**Run 1: where the registers sit**

(3 px per um)
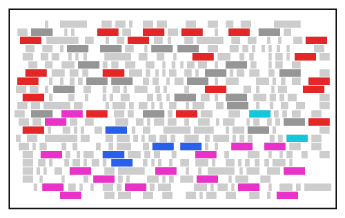
**Run 1: wires at chosen ports, followed through buffers**

(6 px per um)
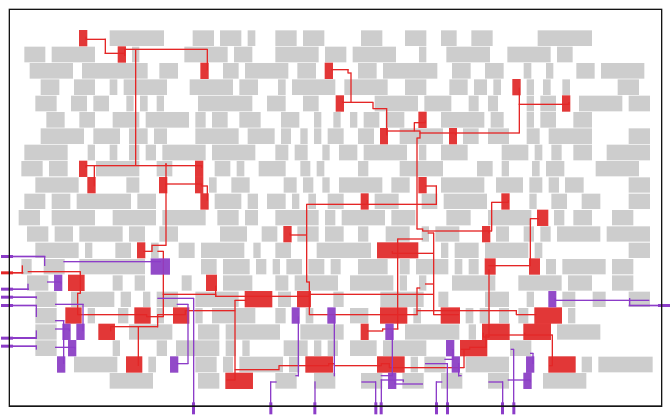
**Run 1: placement view**

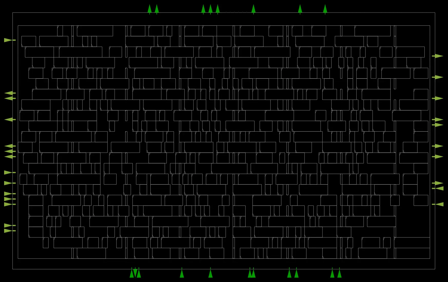
$ cat src/rtl/bcd_pkg.sv
// ============================================================================
//  Module   : bcd_pkg
//  Purpose  : Shared types and constants for the sequential binary-to-BCD
//             converter: FSM state encoding, BCD digit width and the
//             double-dabble add-3 threshold.
//  Revision : 1.0 - initial release
// ============================================================================
`default_nettype none

package bcd_pkg;

    // Conversion FSM states
    typedef enum logic [1:0] {
        ST_IDLE  = 2'd0,
        ST_SHIFT = 2'd1,
        ST_DONE  = 2'd2
    } state_t;

    // Width of one packed 8421 BCD digit
    localparam int C_DIGIT_W = 4;

    // Digits at or above this value get +3 before each shift
    localparam logic [C_DIGIT_W-1:0] C_ADD3_THRESH = 4'd5;

endpackage : bcd_pkg

`default_nettype wire

$ cat src/rtl/bin2bcd_seq_if.sv
// ============================================================================
//  Module   : bin2bcd_seq_if
//  Purpose  : Operand/result handshake bundle for bin2bcd_seq. The master
//             side offers operands and consumes results; the slave side is
//             the converter.
//  Revision : 1.0 - initial release
// ============================================================================
`default_nettype none

interface bin2bcd_seq_if
    import bcd_pkg::*;
#(
    parameter int IN_W   = 16,
    parameter int DIGITS = 5
);
    logic                        in_valid;
    logic                        in_ready;
    logic [IN_W-1:0]             in_bin;
    logic                        out_valid;
    logic                        out_ready;
    logic [C_DIGIT_W*DIGITS-1:0] out_bcd;
    logic                        out_ovf;

    modport master (
        output in_valid, in_bin, out_ready,
        input  in_ready, out_valid, out_bcd, out_ovf
    );

    modport slave (
        input  in_valid, in_bin, out_ready,
        output in_ready, out_valid, out_bcd, out_ovf
    );
endinterface : bin2bcd_seq_if

`default_nettype wire

$ cat src/rtl/bcd_digit_adj.sv
// ============================================================================
//  Module   : bcd_digit_adj
//  Purpose  : Double-dabble digit correction: adds 3 to a BCD digit that is
//             5 or more so the following left shift carries correctly.
//  Revision : 1.0 - initial release
// ============================================================================
`default_nettype none

module bcd_digit_adj
    import bcd_pkg::*;
(
    input  wire logic [C_DIGIT_W-1:0] i_digit,
    output logic      [C_DIGIT_W-1:0] o_digit
);

    // Conditional add-3 correction
    always_comb begin
        o_digit = i_digit;
        if (i_digit >= C_ADD3_THRESH) begin
            o_digit = i_digit + 4'd3;
        end
    end

endmodule : bcd_digit_adj

`default_nettype wire

$ cat src/rtl/bin2bcd_seq.sv
// ============================================================================
//  Module   : bin2bcd_seq
//  Purpose  : Sequential shift-and-add-3 binary to packed BCD converter with
//             valid/ready handshakes on operand and result. One operand bit
//             is consumed per cycle; results are held until accepted.
//  Options  : BIN2BCD_BLANK_EN - replace leading-zero digits above digit 0
//             with 4'hF in the presented result.
//  Revision : 1.0 - initial release
// ============================================================================
`default_nettype none

module bin2bcd_seq
    import bcd_pkg::*;
#(
    parameter int IN_W   = 16,
    parameter int DIGITS = 5
)(
    input  wire logic     clk,
    input  wire logic     rst,
    bin2bcd_seq_if.slave  bus
);

    localparam int                 C_BCD_W = C_DIGIT_W * DIGITS;
    localparam int                 C_CNT_W = $clog2(IN_W + 1);
    localparam logic [C_CNT_W-1:0] C_LAST  = C_CNT_W'(IN_W - 1);

    state_t               state_q,   state_d;
    logic [IN_W-1:0]      shreg_q,   shreg_d;
    logic [C_BCD_W-1:0]   acc_q,     acc_d;
    logic [C_BCD_W-1:0]   out_bcd_q, out_bcd_d;
    logic                 ovf_q,     ovf_d;
    logic [C_CNT_W-1:0]   cnt_q,     cnt_d;

    logic [C_BCD_W-1:0]   w_adj;
    logic [C_BCD_W-1:0]   w_acc_shift;
    logic                 w_carry;
    logic [C_BCD_W-1:0]   w_result;

    // One add-3 corrector per accumulator digit
    generate
        for (genvar g = 0; g < DIGITS; g++) begin : g_digit
            bcd_digit_adj u_adj (
                .i_digit (acc_q[g*C_DIGIT_W +: C_DIGIT_W]),
                .o_digit (w_adj[g*C_DIGIT_W +: C_DIGIT_W])
            );
        end
    endgenerate

    // Left shift of {adjusted acc, shreg}; the bit leaving the top digit
    // marks that the operand does not fit in DIGITS digits.
    assign w_acc_shift = {w_adj[C_BCD_W-2:0], shreg_q[IN_W-1]};
    assign w_carry     = w_adj[C_BCD_W-1];

`ifdef BIN2BCD_BLANK_EN
    logic w_lead;

    // Blank leading zero digits of the final value; digit 0 always shows
    always_comb begin
        w_result = w_acc_shift;
        w_lead   = 1'b1;
        for (int i = DIGITS - 1; i >= 1; i--) begin
            if (w_lead && (w_acc_shift[i*C_DIGIT_W +: C_DIGIT_W] == '0)) begin
                w_result[i*C_DIGIT_W +: C_DIGIT_W] = 4'hF;
            end else begin
                w_lead = 1'b0;
            end
        end
    end
`else
    // Plain BCD with leading zeros
    always_comb begin
        w_result = w_acc_shift;
    end
`endif

    // Next-state and datapath control for IDLE -> SHIFT -> DONE
    always_comb begin
        state_d   = state_q;
        shreg_d   = shreg_q;
        acc_d     = acc_q;
        out_bcd_d = out_bcd_q;
        ovf_d     = ovf_q;
        cnt_d     = cnt_q;
        case (state_q)
            ST_IDLE: begin
                if (bus.in_valid) begin
                    shreg_d   = bus.in_bin;
                    acc_d     = '0;
                    out_bcd_d = '0;
                    ovf_d     = 1'b0;
                    cnt_d     = '0;
                    state_d   = ST_SHIFT;
                end
            end
            ST_SHIFT: begin
                shreg_d = {shreg_q[IN_W-2:0], 1'b0};
                acc_d   = w_acc_shift;
                ovf_d   = ovf_q | w_carry;
                cnt_d   = cnt_q + 1'b1;
                if (cnt_q == C_LAST) begin
                    out_bcd_d = w_result;
                    state_d   = ST_DONE;
                end
            end
            ST_DONE: begin
                if (bus.out_ready) begin
                    state_d = ST_IDLE;
                end
            end
            default: begin
                state_d = ST_IDLE;
            end
        endcase
    end

    // State and datapath registers; reset wins over any handshake
    always_ff @(posedge clk) begin
        if (rst) begin
            state_q   <= ST_IDLE;
            shreg_q   <= '0;
            acc_q     <= '0;
            out_bcd_q <= '0;
            ovf_q     <= 1'b0;
            cnt_q     <= '0;
        end else begin
            state_q   <= state_d;
            shreg_q   <= shreg_d;
            acc_q     <= acc_d;
            out_bcd_q <= out_bcd_d;
            ovf_q     <= ovf_d;
            cnt_q     <= cnt_d;
        end
    end

    assign bus.in_ready  = (state_q == ST_IDLE);
    assign bus.out_valid = (state_q == ST_DONE);
    assign bus.out_bcd   = out_bcd_q;
    assign bus.out_ovf   = ovf_q;

endmodule : bin2bcd_seq

`default_nettype wire

$ cat src/flat_wrapper.sv
// flat-port wrapper written by rule: the top's interface ports become plain ports
module bin2bcd_seq_flat import bcd_pkg::*;
#(
    parameter int IN_W   = 16,
    parameter int DIGITS = 5
)
  (clk, rst, bus_in_valid, bus_in_bin, bus_out_ready, bus_in_ready, bus_out_valid, bus_out_bcd, bus_out_ovf);
  bin2bcd_seq_if #(.IN_W(IN_W), .DIGITS(DIGITS)) bus_i ();
  input  wire logic clk;
  input  wire logic rst;
  input wire logic [$bits(bus_i.in_valid)-1:0] bus_in_valid;
  input wire logic [$bits(bus_i.in_bin)-1:0] bus_in_bin;
  input wire logic [$bits(bus_i.out_ready)-1:0] bus_out_ready;
  output wire logic [$bits(bus_i.in_ready)-1:0] bus_in_ready;
  output wire logic [$bits(bus_i.out_valid)-1:0] bus_out_valid;
  output wire logic [$bits(bus_i.out_bcd)-1:0] bus_out_bcd;
  output wire logic [$bits(bus_i.out_ovf)-1:0] bus_out_ovf;
  assign bus_i.in_valid = bus_in_valid;
  assign bus_i.in_bin = bus_in_bin;
  assign bus_i.out_ready = bus_out_ready;
  assign bus_in_ready = bus_i.in_ready;
  assign bus_out_valid = bus_i.out_valid;
  assign bus_out_bcd = bus_i.out_bcd;
  assign bus_out_ovf = bus_i.out_ovf;
  bin2bcd_seq #(.IN_W(IN_W), .DIGITS(DIGITS)) u_core (.clk(clk), .rst(rst), .bus(bus_i));
endmodule
$ cat config.mk
export PLATFORM = sky130hd
export DESIGN_NAME = bin2bcd_seq_flat
export DESIGN_NICKNAME = d
export VERILOG_FILES = /design/src/rtl/bcd_pkg.sv /design/src/rtl/bin2bcd_seq_if.sv /design/src/rtl/bcd_digit_adj.sv /design/src/rtl/bin2bcd_seq.sv /design/src/flat_wrapper.sv
export SDC_FILE = /design/constraint.sdc
export NUM_CORES = 1
export LEC_CHECK = 0
export ABC_CLOCK_PERIOD_IN_PS = 3550
export CAP_MARGIN = 15
export CELL_PAD_IN_SITES_DETAIL_PLACEMENT = 1
export CELL_PAD_IN_SITES_GLOBAL_PLACEMENT = 1
export CORE_ASPECT_RATIO = 0.6
export CORE_UTILIZATION = 44
export DETAILED_ROUTE_END_ITERATION = 10
export GPL_TIMING_DRIVEN = 0
export PLACE_DENSITY = 0.85
export SKIP_LAST_GASP = 1
export SLEW_MARGIN = 20
export SYNTH_ARGS = -nofsm -noshare
export SYNTH_HDL_FRONTEND = slang
export SYNTH_HIERARCHICAL = 1
export SYNTH_SLANG_ARGS = --single-unit
$ cat constraint.sdc
create_clock -name clk -period 3.55 [get_ports clk]
set_input_delay 0.71 -clock clk [delete_from_list [all_inputs] [get_ports clk]]
set_output_delay 0.71 -clock clk [all_outputs]
set_load 0.01 [all_outputs]
==> Changelog: implementation, run 1 <==
## Implementation

* Status: finished clean
* Post-CTS setup buffers at 0
* Startpoint Class: flip-flop
* Via count of the routed design at 2565
* DR vias/cell at 5.48
* Tap cells at 84
* Setup slack, reg-to-reg at 1.64 ns
* Logic share of the area at 0.389
* CP delay by family, top: buffers and inverters
* Final hold violations at 0
* Logic power comb at 0.149 mW
* Xor+xnor area frac at 0.0146
* Die height at 65.9 um
* Gp weighted congestion at 0.810
* Largest logic family: AND-OR/OR-AND gates
* Critical path depth at 3
* Pins Over Slew Limit at 0
* CP Buf/Inv Count at 2
* Maximum vdd drop at 416 uV
* Synth-to-Final Area Change at 28.0%
* FF-to-FF Start: u_core/cnt_q[0]
* Synth cell count leaders: 64 x dfxtp_1, 45 x nor2_1, 36 x nand2_1
* Most frequent cells in the layout: 64 x dfxtp_1, 45 x nor2_1, 41 x clkdlybuf4s50_1
* Max Fclk at 439 MHz
About 'where the registers sit':
- magenta: u_core/shreg_q (flops 16)
- cyan: u_core/state_q (flops 2)
- blue: u_core/cnt_q (flops 5)
- red: u_core/bus.out_bcd (flops 20)

About 'wires at chosen ports, followed through buffers':
- red: rst (direction input; end cells 46; buffers 5; wire 580 um)
- purple: bus_in_bin (direction input; end cells 16; buffers 16; wire 229 um)

About 'placement view':
final core occ: 0.605
Core ar.: 6330 um^2
Final Instance Count excl. Fillers: 468

**Run 1: cells coloured by class**

(3 px per um)
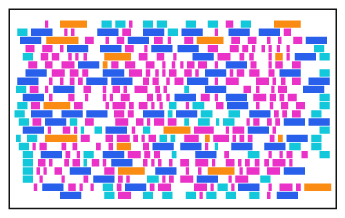

==> inputs of run 2 (changes only) <==
--- a/config.mk
+++ b/config.mk
@@ -5,15 +5,15 @@
 export SDC_FILE = /design/constraint.sdc
 export NUM_CORES = 1
 export LEC_CHECK = 0
-export ABC_CLOCK_PERIOD_IN_PS = 3550
+export ABC_CLOCK_PERIOD_IN_PS = 1800
 export CAP_MARGIN = 15
 export CELL_PAD_IN_SITES_DETAIL_PLACEMENT = 1
 export CELL_PAD_IN_SITES_GLOBAL_PLACEMENT = 1
 export CORE_ASPECT_RATIO = 0.6
-export CORE_UTILIZATION = 44
+export CORE_UTILIZATION = 37
 export DETAILED_ROUTE_END_ITERATION = 10
 export GPL_TIMING_DRIVEN = 0
-export PLACE_DENSITY = 0.85
+export PLACE_DENSITY = 0.76
 export SKIP_LAST_GASP = 1
 export SLEW_MARGIN = 20
 export SYNTH_ARGS = -nofsm -noshare
==> constraint.sdc (replaced) <==
create_clock -name clk -period 1.8 [get_ports clk]
set_input_delay 0.36 -clock clk [delete_from_list [all_inputs] [get_ports clk]]
set_output_delay 0.36 -clock clk [all_outputs]
set_load 0.01 [all_outputs]
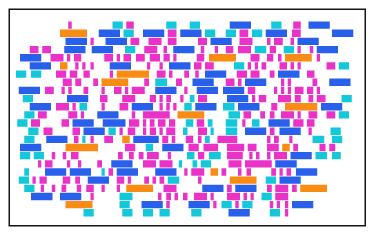
**Above:** run 2 (cells coloured by class).
(3 px per um)
- blue: registers (cells 64; share of their area 34%)
- orange: clock drivers and dummy loads (cells 16; share of their area 9.0%)
- cyan: remaining buffers and delay cells (cells 68; share of their area 16%)
- magenta: remaining logic cells (cells 240; share of their area 41%)

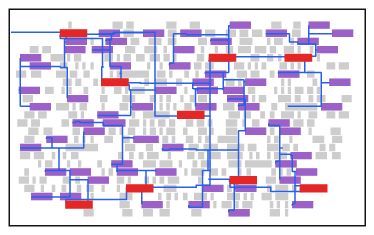
**Above:** run 2 (routed clock nets over the placement).
(3 px per um)
- purple: flip-flops (count 64)
- red: clock-net drivers (count 9)
- blue: clock wires (length 952 um)
- routed clock nets: 10

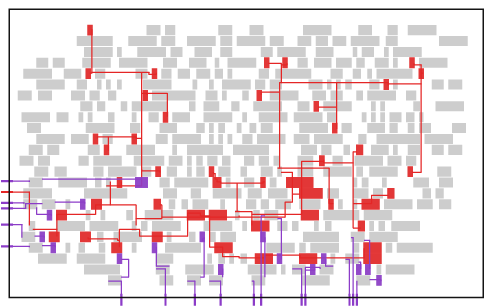
**Above:** run 2 (wires at chosen ports, followed through buffers).
(4 px per um)
Buffers on Ports: 41
I/O pin count: 43

==> run 2 against run 1 <==
  * Clock-buffer cell count decreased by 1
  * Sequential power rose by 97%
  * Area after synthesis unchanged
==> Changelog: implementation, run 2 <==
## Implementation

* Final hold slack at 0.384 ns
* Status: finished clean
* CP Buf/Inv Count at 1 (-1)
* Hold Path Class: primary input to flip-flop
* Critical path depth at 7 (+4)
* Maximum vdd drop at 416 uV (about the same)
* CTS resizes at 10
* # Cells Yosys at 327
* Tap cells at 104 (+24%)
* Synth-to-Final Area Change at 32.4%
* WHS Endpoint: u_core/shreg_q[15]
* Largest logic family: AND-OR/OR-AND gates
* Die height at 71.7 um (+8.8%)
* Logic power comb at 0.307 mW (+110%)
* Xor+xnor area frac at 0.0146 (unchanged)
* WL met1 at 4010 um
* Syn Nets at 359
* Via count of the routed design at 2617 (+2.0%)
* Most frequent cells in the layout: 62 x dfxtp_1, 44 x nor2_1, 39 x clkdlybuf4s50_1
* Final Instance Count excl. Fillers at 492 (+5.1%)
* Startpoint Class: flip-flop
* Largest net degree at the start of global routing at 13
* Cycle use final at 0.979
* Max Fclk at 568 MHz
* Net switching power at 0.871 mW
* Final hold violations at 0 (unchanged)
* Logic share of the area at 0.386 (-0.00292)
* Pins Over Slew Limit at 0 (unchanged)
* FF-to-FF Start: u_core/cnt_q[0]
* DR vias/cell at 5.32 (-2.9%)
* CP delay by family, top: AND-OR/OR-AND gates
* Nonclk buf count at 68
* Detailed Route WL at 8310 um
* Synth cell count leaders: 64 x dfxtp_1, 45 x nor2_1, 36 x nand2_1
* Setup slack, reg-to-reg at 0.04 ns (-1.60 ns)
* P_int at 2.94 mW
* Gp weighted congestion at 0.762 (-5.9%)
* Global Route met1 Usage at 0.279
* Core ar. at 7540 um^2 (+19%)
* Final core occ at 0.526 (-0.0792)
No activity file was given, so power comes from the tool's default toggle rates.
